<file path="src/rtl/rcb_arb_pkg.sv">
// Shared types and defaults for the per-RCB port arbiter.
// Latency: n/a (declarations only).
// Backpressure: n/a.
//
// Contents:
//   t_rcb_arb_state  - host write FSM states
//   RCB_MAX_RD_BURST - default bound on read grants while a host write waits
//   RCB_RD_LAT       - default RCB RAM read latency (ram_en -> ram_rdata)
package rcb_arb_pkg;

    typedef enum logic [1:0] {
        W_IDLE  = 2'd0,
        W_PEND  = 2'd1,
        W_ISSUE = 2'd2,
        W_DONE  = 2'd3
    } t_rcb_arb_state;

    localparam int RCB_MAX_RD_BURST = 8;
    localparam int RCB_RD_LAT       = 2;

endpackage

</file>
<file path="src/rtl/rcb_rd_pipe.sv">
// Valid/tag delay line matching the RCB RAM read latency.
// Latency: LAT cycles from in_vld/in_tag to out_vld/out_tag.
// Backpressure: none; every entry leaves after exactly LAT cycles.
//
// Ports:
//   clk, reset       - core clock, synchronous active-high reset (flushes all stages)
//   in_vld, in_tag   - read issued to the RAM this cycle and its lookup tag
//   out_vld, out_tag - read data is on ram_rdata this cycle, with its tag
module rcb_rd_pipe
    import rcb_arb_pkg::*;
#(
    parameter int LAT   = RCB_RD_LAT,
    parameter int TAG_W = 8
) (
    input  logic             clk,
    input  logic             reset,
    input  logic             in_vld,
    input  logic [TAG_W-1:0] in_tag,
    output logic             out_vld,
    output logic [TAG_W-1:0] out_tag
);

    logic [LAT-1:0]   vld_q;
    logic [TAG_W-1:0] tag_q [LAT];

    always_ff @(posedge clk) begin
        if (reset) begin
            vld_q <= '0;
            for (int i = 0; i < LAT; i++) begin
                tag_q[i] <= '0;
            end
        end else begin
            vld_q[0] <= in_vld;
            tag_q[0] <= in_tag;
            for (int i = 1; i < LAT; i++) begin
                vld_q[i] <= vld_q[i-1];
                tag_q[i] <= tag_q[i-1];
            end
        end
    end

    assign out_vld = vld_q[LAT-1];
    assign out_tag = tag_q[LAT-1];

endmodule

</file>
<file path="src/rtl/rcb_arb.sv">
// Per-RCB port arbiter: shares one single-port RCB RAM between strategy lookups
// (reads) and host programming writes.
// Latency: lookup accept -> response in 1+RAM_RD_LAT cycles; host req -> ram_we in 2 cycles.
// Backpressure: lkp_req_ready drops only in the cycle a host write is granted; no response backpressure.
//
// Ports:
//   clk, reset                     - core clock, synchronous active-high reset
//   hpb_wr_req/addr/data/byte_en   - host write request (level, held until rcb_wr_done)
//   rcb_wr_done                    - one-cycle pulse once the host write is committed
//   lkp_req_valid/addr/tag/ready   - lookup read request, valid/ready handshake
//   lkp_rsp_valid/data/tag         - in-order lookup responses
//   ram_en/we/addr/wdata/be        - registered RAM drive
//   ram_rdata                      - RAM read data, RAM_RD_LAT cycles after a read enable
module rcb_arb
    import rcb_arb_pkg::*;
#(
    parameter int ADDR_W       = 16,
    parameter int DATA_W       = 128,
    parameter int BE_W         = DATA_W / 8,
    parameter int TAG_W        = 8,
    parameter int RAM_RD_LAT   = RCB_RD_LAT,
    parameter int MAX_RD_BURST = RCB_MAX_RD_BURST
) (
    input  logic              clk,
    input  logic              reset,

    input  logic              hpb_wr_req,
    input  logic [ADDR_W-1:0] hpb_wr_addr,
    input  logic [DATA_W-1:0] hpb_wr_data,
    input  logic [BE_W-1:0]   hpb_wr_byte_en,
    output logic              rcb_wr_done,

    input  logic              lkp_req_valid,
    input  logic [ADDR_W-1:0] lkp_req_addr,
    input  logic [TAG_W-1:0]  lkp_req_tag,
    output logic              lkp_req_ready,

    output logic              lkp_rsp_valid,
    output logic [DATA_W-1:0] lkp_rsp_data,
    output logic [TAG_W-1:0]  lkp_rsp_tag,

    output logic              ram_en,
    output logic              ram_we,
    output logic [ADDR_W-1:0] ram_addr,
    output logic [DATA_W-1:0] ram_wdata,
    output logic [BE_W-1:0]   ram_be,
    input  logic [DATA_W-1:0] ram_rdata
);

    localparam int CNT_W = $clog2(MAX_RD_BURST + 1);
    localparam logic [CNT_W-1:0] CNT_MAX = CNT_W'(MAX_RD_BURST);

    t_rcb_arb_state    state;
    t_rcb_arb_state    state_nxt;

    logic [ADDR_W-1:0] hold_addr;
    logic [DATA_W-1:0] hold_data;
    logic [BE_W-1:0]   hold_be;
    logic [CNT_W-1:0]  starve_cnt;

    logic              write_grant;
    logic              read_grant;

    logic              rd_vld_q;
    logic [TAG_W-1:0]  rd_tag_q;
    logic              pipe_vld;
    logic [TAG_W-1:0]  pipe_tag;

    // Arbitration and next-state. Lookups win unless the pending write has
    // already watched MAX_RD_BURST reads go ahead of it. Ready is gated by
    // reset so nothing is accepted while the block is being cleared.
    always_comb begin
        state_nxt     = state;
        write_grant   = 1'b0;
        lkp_req_ready = 1'b0;
        read_grant    = 1'b0;

        write_grant   = (state == W_PEND) && (!lkp_req_valid || (starve_cnt == CNT_MAX));
        lkp_req_ready = !reset && !write_grant;
        read_grant    = lkp_req_valid && lkp_req_ready;

        case (state)
            W_IDLE:  if (hpb_wr_req)  state_nxt = W_PEND;
            W_PEND:  if (write_grant) state_nxt = W_ISSUE;
            W_ISSUE: state_nxt = W_DONE;
            // Wait for the host to drop req so a held request is never re-issued.
            W_DONE:  if (!hpb_wr_req) state_nxt = W_IDLE;
            default: state_nxt = W_IDLE;
        endcase
    end

    always_ff @(posedge clk) begin
        if (reset) begin
            state       <= W_IDLE;
            hold_addr   <= '0;
            hold_data   <= '0;
            hold_be     <= '0;
            starve_cnt  <= '0;
            rcb_wr_done <= 1'b0;
            ram_en      <= 1'b0;
            ram_we      <= 1'b0;
            ram_addr    <= '0;
            ram_wdata   <= '0;
            ram_be      <= '0;
            rd_vld_q    <= 1'b0;
            rd_tag_q    <= '0;
        end else begin
            state <= state_nxt;

            if ((state == W_IDLE) && hpb_wr_req) begin
                hold_addr <= hpb_wr_addr;
                hold_data <= hpb_wr_data;
                hold_be   <= hpb_wr_byte_en;
            end

            if ((state != W_PEND) || write_grant) begin
                starve_cnt <= '0;
            end else if (read_grant && (starve_cnt != CNT_MAX)) begin
                starve_cnt <= starve_cnt + 1'b1;
            end

            // ram_we is high during W_ISSUE, so the commit pulse follows it.
            rcb_wr_done <= (state == W_ISSUE);

            ram_en <= read_grant || write_grant;
            ram_we <= write_grant;
            if (read_grant) begin
                ram_addr <= lkp_req_addr;
            end else if (write_grant) begin
                ram_addr  <= hold_addr;
                ram_wdata <= hold_data;
                ram_be    <= hold_be;
            end

            // First stage of the response tracker lines up with ram_en.
            rd_vld_q <= read_grant;
            if (read_grant) begin
                rd_tag_q <= lkp_req_tag;
            end
        end
    end

    rcb_rd_pipe #(
        .LAT   (RAM_RD_LAT),
        .TAG_W (TAG_W)
    ) u_rd_pipe (
        .clk     (clk),
        .reset   (reset),
        .in_vld  (rd_vld_q),
        .in_tag  (rd_tag_q),
        .out_vld (pipe_vld),
        .out_tag (pipe_tag)
    );

    assign lkp_rsp_valid = pipe_vld;
    assign lkp_rsp_tag   = pipe_tag;
    // Data is zeroed outside a response so the bus is quiet after reset.
    assign lkp_rsp_data  = pipe_vld ? ram_rdata : '0;

endmodule

</file>
<file path="config.mk">
export PLATFORM = sky130hd
export DESIGN_NAME = rcb_arb
export DESIGN_NICKNAME = d
export VERILOG_FILES = /design/src/rtl/rcb_arb_pkg.sv /design/src/rtl/rcb_rd_pipe.sv /design/src/rtl/rcb_arb.sv
export SDC_FILE = /design/constraint.sdc
export NUM_CORES = 1
export LEC_CHECK = 0
export CORE_AREA = 2 2 240 242
export DETAILED_ROUTE_END_ITERATION = 12
export DIE_AREA = 0 0 242 244
export PLACE_DENSITY = 0.46
export SYNTH_ARGS = -nofsm -noshare
export SYNTH_HDL_FRONTEND = slang
export SYNTH_SLANG_ARGS = --single-unit
</file>
<file path="constraint.sdc">
create_clock -name clk -period 5.1 [get_ports clk]
set_clock_uncertainty 0.05 [all_clocks]
set_input_delay 1.275 -clock clk [delete_from_list [all_inputs] [get_ports clk]]
set_output_delay 1.275 -clock clk [all_outputs]
set_load 0.01 [all_outputs]
</file>
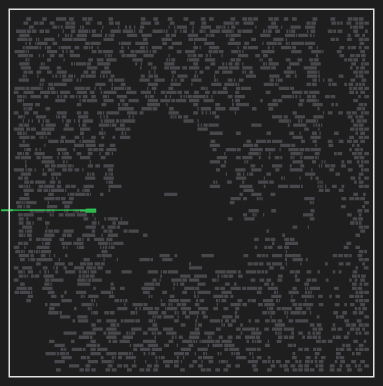
run_1/port_nets.png
Scale: 1.5 px per µm.
- ram_en: green (bits 1; direction output; end cells 1; buffers 1; wire 61.2 µm)
I/O Buffers: 616
num ports: 617

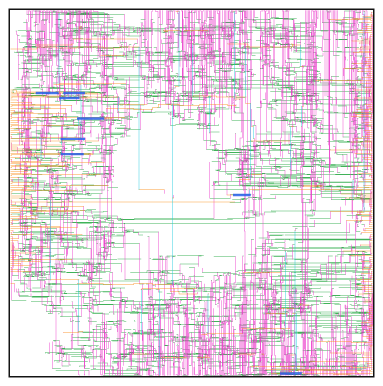
run_1/metal_stack.png
Scale: 1.5 px per µm.
- met5: blue (wire length 107 µm)
- met2: magenta (wire length 27.1 mm)
- met4: cyan (wire length 1200 µm)
- met1: green (wire length 21.0 mm)
- met3: orange (wire length 4280 µm)

==> impl_metrics.py, run 1 <==
# Auto-generated metrics
metrics = {
    "outcome": {
        "status": "complete, no violations",
    },
    "power_and_ir_drop": {
        "seqPwrFrac_pct": 41.2,
        "p_per_area_mw_per_mm2": 383,
        "p_leak_nw": 7.84,
        "ir_drop_v": 0.000229,
        "swShare_pct": 29.3,
        "comb_cell_power_w": 0.00173,
        "clk-power_w": 0.00298,
        "top_power_group": "registers",
        "p_sw_w": 0.00235,
        "p_int_w": 0.00566,
    },
    "setup_path": {
        "required_ns": 3.77,
        "cp_slowest_cell": "clkdlybuf4s50_1",
        "crit_arrival_ns": 2.80,
        "cp_common_cell": "clkdlybuf4s50_1",
        "crit_family": "buffers and inverters",
        "cp_max_fo": 2,
        "crit_chain": "clkdlybuf4s50_1, nand2b_1, o22ai_4, clkdlybuf4s50_1",
    },
    "cells_and_area": {
        "most-common-layout-cells": "615 x clkdlybuf4s50_1, 355 x dfxtp_1, 320 x nand2_1",
        "layout.nets": 2237,
        "seq_share_pct": 34.1,
        "layout-drive-gt1-share_pct": 5.56,
        "buf_share_pct": 30.3,
        "comb_cells": 878,
        "comb_area_mm2": 0.00509,
        "lay_top_count": "clkdlybuf4s50_1",
        "comb_share_pct": 24.4,
        "register_area_mm2": 0.00713,
        "antenna_cells": 4,
        "largest_class": "flip-flops and latches",
        "clkCellAreaFrac_pct": 6.51,
        "num-clock-buffers": 61,
        "nNonClkBuffers": 630,
        "n_fill_cell": 5775,
        "flops": 356,
        "final_area_mm2": 0.0209,
        "area_delta_synth_final_pct": 63.0,
        "inv_count": 6,
    },
    "clocking": {
        "insertion_delay_ns": 0.56,
        "cts_buffers": 42,
        "path_clk_slew_ns": 0.05,
        "ctsResizeCount": 0,
        "cts_tree": "done",
        "cts_num_sinks": 356,
        "clock_path_buffers": 3,
        "root_buffer": "clkbuf_16",
        "post_cts_buffers": 0,
        "cts_htree_levels": 2,
    },
    "synthesis": {
        "mappedNetlistArea_mm2": 0.0128,
        "synth-edff-count": 0,
        "synth_async_sr_flop_share_pct": 0,
        "synthesis.nets": 1679,
        "area_leaders": "dfxtp_1 56%, a22o_1 9.8%, nand2_1 9.4%",
        "synthTopCellsByCount": "356 x dfxtp_1, 321 x nand2_1, 160 x a21oi_1",
        "yosysSeqAreaShare_pct": 55.6,
        "top_area_cell": "dfxtp_1",
        "ys_cells": 1356,
        "synth.most_common_cell": "dfxtp_1",
        "ff_type": "dfxtp_1",
        "synth.avg_cell_area_um2": 9.45,
        "ys_area_mm2": 0.0128,
        "ys_ff": 356,
        "ys_warn_count": 0,
    },
    "global_route": {
        "grt_max_degree": 145,
        "overflow": 0,
        "globalRouteMet3Util_pct": 6.32,
        "grt_pass1_wl_um": 77100,
        "grt_usage_pct": 17.3,
        "use_met2_pct": 30.7,
        "antenna_found_initial": 15,
    },
    "worst_hold_path": {
        "worstHoldPathType": "register to register",
    },
    "timing": {
        "setup_viol": 0,
        "period_needed_ns": 4.12,
        "fin_tns_setup_ns": 0,
        "post-route-period-util_pct": 80.8,
        "drv_slew": 0,
        "tightestPinTransition_ns": 1.11,
        "finalHoldViolCount": 0,
        "rsz0062_at_grt": "no",
    },
    "job": {
        "warning_count": 35,
    },
    "route": {
        "vias_per_cell": 4.30,
        "drc": 0,
        "drtAntennaViolNets": 0,
        "drtIter0Drc": 497,
        "drt_pass1_iterations": 5,
        "highest_layer": "met5",
        "met2_length_um": 27100,
        "num_vias": 11600,
        "wire_per_inst_um": 19.8,
        "wirelength_um": 53700,
        "wl_met3_um": 4280,
        "wl_met1_um": 21000,
    },
    "die": {
        "rows": 87,
        "core_mm2": 0.0562,
        "taps": 756,
        "die_h_um": 244,
    },
    "placed_design": {
        "hpwl_um": 38300,
        "placed_area_mm2": 0.0195,
    },
}
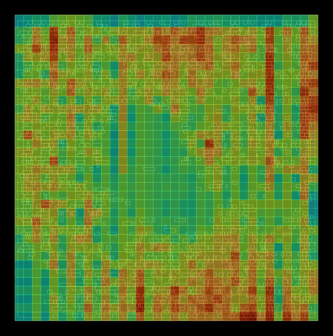
run_1/final_congestion.png
Most Crowded Layer GR: met2
GR Util met1: 19.4%

run 1: cells by family (layout without fill, tap and decap cells):
kind of cell | count (synthesis) | in the layout | synth area share (%)
AOI/OAI and AO/OA | 310 | 310 | 16.5
xor gates and xnor gates | 2 | 2 | 0.137
adders and majority gates | 7 | 7 | 0.684
buffers and inverters | 122 | 710 | 4.78
DFF | 356 | 356 | 55.6
muxes | 43 | 43 | 3.60
other | 0 | 4 | 0
and+or+nand+nor | 516 | 516 | 18.6
run 1: worst paths after layout:
| kind | slack, ns | from | to | cells after the start |
|---|---|---|---|---|
| max reg2reg | 2.84 | state[0]$_SDFFE_PP0P_ | hold_data[47]$_SDFFE_PP0P_ | 6 |
| max | 0.98 | lkp_req_valid | lkp_req_ready | 4 |
| min | 0.38 | u_rd_pipe.tag_q[0][6]$_SDFF_PP0_ | u_rd_pipe.tag_q[0][14]$_SDFF_PP0_ | 1 |
| min reg2reg | 0.38 | u_rd_pipe.tag_q[0][6]$_SDFF_PP0_ | u_rd_pipe.tag_q[0][14]$_SDFF_PP0_ | 1 |
run 1: stage by stage:
step	setup WS (ns)	total power [W]	util (%)	std cells
5_1_grt	0.857	0.00845	37.2	2704
4_1_cts	0.916	0.00817	37.2	2700
2_1_floorplan	1.83	0.00427	-	1356
3_5_place_dp	0.916	0.00514	34.7	2626
6_report	0.978	0.00801	37.2	2704
3_3_place_gp	0.906	0.00512	34.7	2626
run 1: state kept, by name (all words and copies together), names as in the netlist, 2 cells and up:
register,flops
u_rd_pipe.vld_q,2
ram_wdata,128
starve_cnt,4
hold_data,128
hold_be,16
state,2
ram_be,16
hold_addr,16
u_rd_pipe.tag_q,16
rd_tag_q,8
ram_addr,16
## Run 2: what changed since run 1
Settings changed: CORE_AREA 2 2 240 242 to 2 2 241 243, DIE_AREA 0 0 242 244 to 0 0 243 245.
Clock period 5.1 ns to 3.8 ns, I/O delays scaled along.
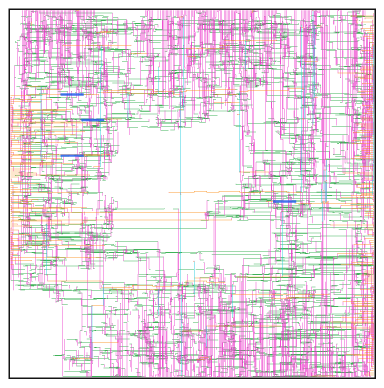
run_2/metal_stack.png
Scale: 1.5 px per µm.
- met1: green (wire length 21.1 mm)
- met4: cyan (wire length 1140 µm)
- met5: blue (wire length 55.2 µm)
- met2: magenta (wire length 28.5 mm)
- met3: orange (wire length 3990 µm)
GRT Total Usage: 17.6%
WL per Instance: 20.2 µm
via count: 11700
overall routed net length: 54800 µm

==> impl_metrics.py, run 2 <==
# Auto-generated metrics
metrics = {
    "clocking": {
        "cts_num_sinks": 356,
        "cts_tree": "done",
        "root_buffer": "clkbuf_16",
        "clock_path_buffers": 3,
        "holdBufCountCts": 0,
        "ctsResizeCount": 0,
        "insertion_delay_ns": 0.57,
        "path_clk_slew_ns": 0.06,
        "post_cts_buffers": 0,
        "cts_htree_levels": 2,
        "cts_buffers": 41,
    },
    "timing": {
        "fin_ws_ns": 0.285,
        "post-route-period-util_pct": 92.5,
        "tightestPinTransition_ns": 1.02,
        "period_needed_ns": 3.51,
        "finalHoldViolCount": 0,
        "maxSlewHeadroom_pct": 32.0,
        "fin_tns_setup_ns": 0,
        "drv_slew": 0,
        "fmax_mhz": 285,
        "rsz0062_at_grt": "no",
        "fin_hold_ws_ns": 0.383,
        "setup_viol": 0,
    },
    "setup_path": {
        "r2r_cells": 6,
        "crit_end": "lkp_req_ready",
        "regToRegSetupSlack_ns": 1.59,
        "rr_startpoint": "starve_cnt[0]$_SDFFE_PP0P_",
        "cp_common_cell": "clkdlybuf4s50_1",
        "crit_arrival_ns": 2.51,
        "worstSetupStartpoint": "lkp_req_valid",
        "endpoint_kind": "output port",
        "crit_chain": "clkdlybuf4s50_1, nand2b_1, o22ai_4, clkdlybuf4s50_1",
        "cp_slowest_cell": "clkdlybuf4s50_1",
        "max_stage_delay_ns": 0.70,
        "reg2reg_to": "ram_be[1]$_SDFFE_PP0P_",
        "crit_family": "buffers and inverters",
        "required_ns": 2.80,
        "path_buffers": 2,
        "cp_max_fo": 2,
        "worstSetupPathType": "input pin to output port",
        "startpoint_type": "input pin",
        "path_depth": 4,
    },
    "cells_and_area": {
        "comb_share_pct": 24.2,
        "lay_top_count": "clkdlybuf4s50_1",
        "layout.nets": 2243,
        "largestRegisters": "hold_data (128), ram_wdata (128)",
        "register_area_mm2": 0.00713,
        "most-common-layout-cells": "615 x clkdlybuf4s50_1, 355 x dfxtp_1, 320 x nand2_1",
        "comb_area_mm2": 0.00509,
        "seq_share_pct": 33.9,
        "n_fill_cell": 5808,
        "comb_cells": 878,
        "buf_share_pct": 30.6,
        "antenna_cells": 4,
        "inv_count": 6,
        "final_cells": 2718,
        "nNonClkBuffers": 637,
        "layout-drive-gt1-share_pct": 6.05,
        "area_delta_synth_final_pct": 64.0,
        "fin_util_pct": 36.8,
        "flops": 356,
        "final_area_mm2": 0.0210,
        "num-clock-buffers": 60,
        "largest_class": "flip-flops and latches",
        "clkCellAreaFrac_pct": 6.48,
    },
    "route": {
        "met2_length_um": 28500,
        "vias_per_cell": 4.31,
        "drtAntennaViolNets": 0,
        "drtIter0Drc": 478,
        "wl_met3_um": 3990,
        "highest_layer": "met5",
        "drc": 0,
        "wl_met1_um": 21100,
        "drt_pass1_iterations": 4,
    },
    "synthesis": {
        "synth-edff-count": 0,
        "mappedNetlistArea_mm2": 0.0128,
        "synthesis.nets": 1679,
        "ys_cells": 1356,
        "top_area_cell": "dfxtp_1",
        "top_area_share_pct": 55.6,
        "synth.avg_cell_area_um2": 9.45,
        "ys_warn_count": 0,
        "simple_gate_share_pct": 18.6,
        "synth-xor-area-share_pct": 0.137,
        "aoi_share_pct": 16.5,
        "synth_async_sr_flop_share_pct": 0,
        "syn_inst": 1356,
        "synthTopCellsByCount": "356 x dfxtp_1, 321 x nand2_1, 160 x a21oi_1",
        "yosysSeqAreaShare_pct": 55.6,
        "ys_area_mm2": 0.0128,
        "area_leaders": "dfxtp_1 56%, a22o_1 9.8%, nand2_1 9.4%",
        "mux_share_pct": 3.60,
        "logic_family": "simple AND/OR/NAND/NOR gates",
        "ys_sh_adder_pct": 0.684,
        "synth.most_common_cell": "dfxtp_1",
        "yosys.cell_types.count": 29,
        "ff_type": "dfxtp_1",
        "ys_ff": 356,
    },
    "placed_design": {
        "hpwl_um": 39800,
        "placed_area_mm2": 0.0196,
        "io_buffer_count": 616,
        "dp.cells": 2642,
        "dp_slack_ns": 0.257,
        "gp_congestion": 0.852,
    },
    "die": {
        "die_h_um": 245,
        "rows": 88,
        "dieArea_mm2": 0.0595,
        "fp_util_pct": 22.5,
        "die_width_um": 243,
        "core_mm2": 0.0570,
        "taps": 765,
        "pin_count": 617,
    },
    "outcome": {
        "status": "complete, no violations",
    },
    "power_and_ir_drop": {
        "p_per_area_mw_per_mm2": 516,
        "ir_drop_v": 0.000349,
        "p_leak_nw": 7.89,
        "finalPower_w": 0.0108,
    },
    "global_route": {
        "grt_pass1_vias": 11700,
        "antenna_found_initial": 12,
        "grt_max_degree": 145,
        "overflow": 0,
        "grt_pass1_wl_um": 79100,
    },
    "job": {
        "cap_violations": 0,
        "warning_count": 34,
    },
    "worst_hold_path": {
        "worstHoldPathType": "register to register",
    },
}
==> run 2: cell count changes in the layout (fill, tap and decap cells not counted), sizes merged <==
cell / delta
buf: +7
clkbuf: -1
inv: +2
bufinv: -1
clkinvlp: +1
clkinv: -3
==> run 2: how the worst min path moves through the flow <==
stage	from	endpoint	slack [ns]	cells after the start
after CTS	u_rd_pipe.tag_q[0][6]$_SDFF_PP0_	u_rd_pipe.tag_q[0][14]$_SDFF_PP0_	0.38	1
after global placement	u_rd_pipe.tag_q[0][6]$_SDFF_PP0_	u_rd_pipe.tag_q[0][14]$_SDFF_PP0_	0.37	1
final	u_rd_pipe.tag_q[0][6]$_SDFF_PP0_	u_rd_pipe.tag_q[0][14]$_SDFF_PP0_	0.38	1
after floorplan	u_rd_pipe.tag_q[0][2]$_SDFF_PP0_	u_rd_pipe.tag_q[0][10]$_SDFF_PP0_	0.36	1
after global routing	u_rd_pipe.tag_q[0][6]$_SDFF_PP0_	u_rd_pipe.tag_q[0][14]$_SDFF_PP0_	0.40	1
after detailed placement	u_rd_pipe.tag_q[0][6]$_SDFF_PP0_	u_rd_pipe.tag_q[0][14]$_SDFF_PP0_	0.37	1
==> run 2: power breakdown <==
group | internal, W | switching (W)
clock | 0.00237 | 0.00163
combinational | 0.00108 | 0.00134
sequential | 0.00419 | 0.000231
total | 0.00764 | 0.00320
==> run 2: routing by layer <==
layer  vias up  track usage (%)
met5         -                0
met4         8             4.37
met3        76             5.48
met2       390             32.5
met1      5609             19.6
li1       5644                -
==> run 2: worst register-to-register path: cells and delay by family (launching register included) <==
family | cells | cell delay [ns]
AND/OR/NAND/NOR | 1 | 0.23
buffers and inverters | 2 | 0.56
flip-flops | 1 | 0.37
adder cells (fa/ha/maj) | 1 | 0.24
AND-OR/OR-AND | 2 | 0.71
Power figures rest on the tool's default switching activity, not on a simulated workload.
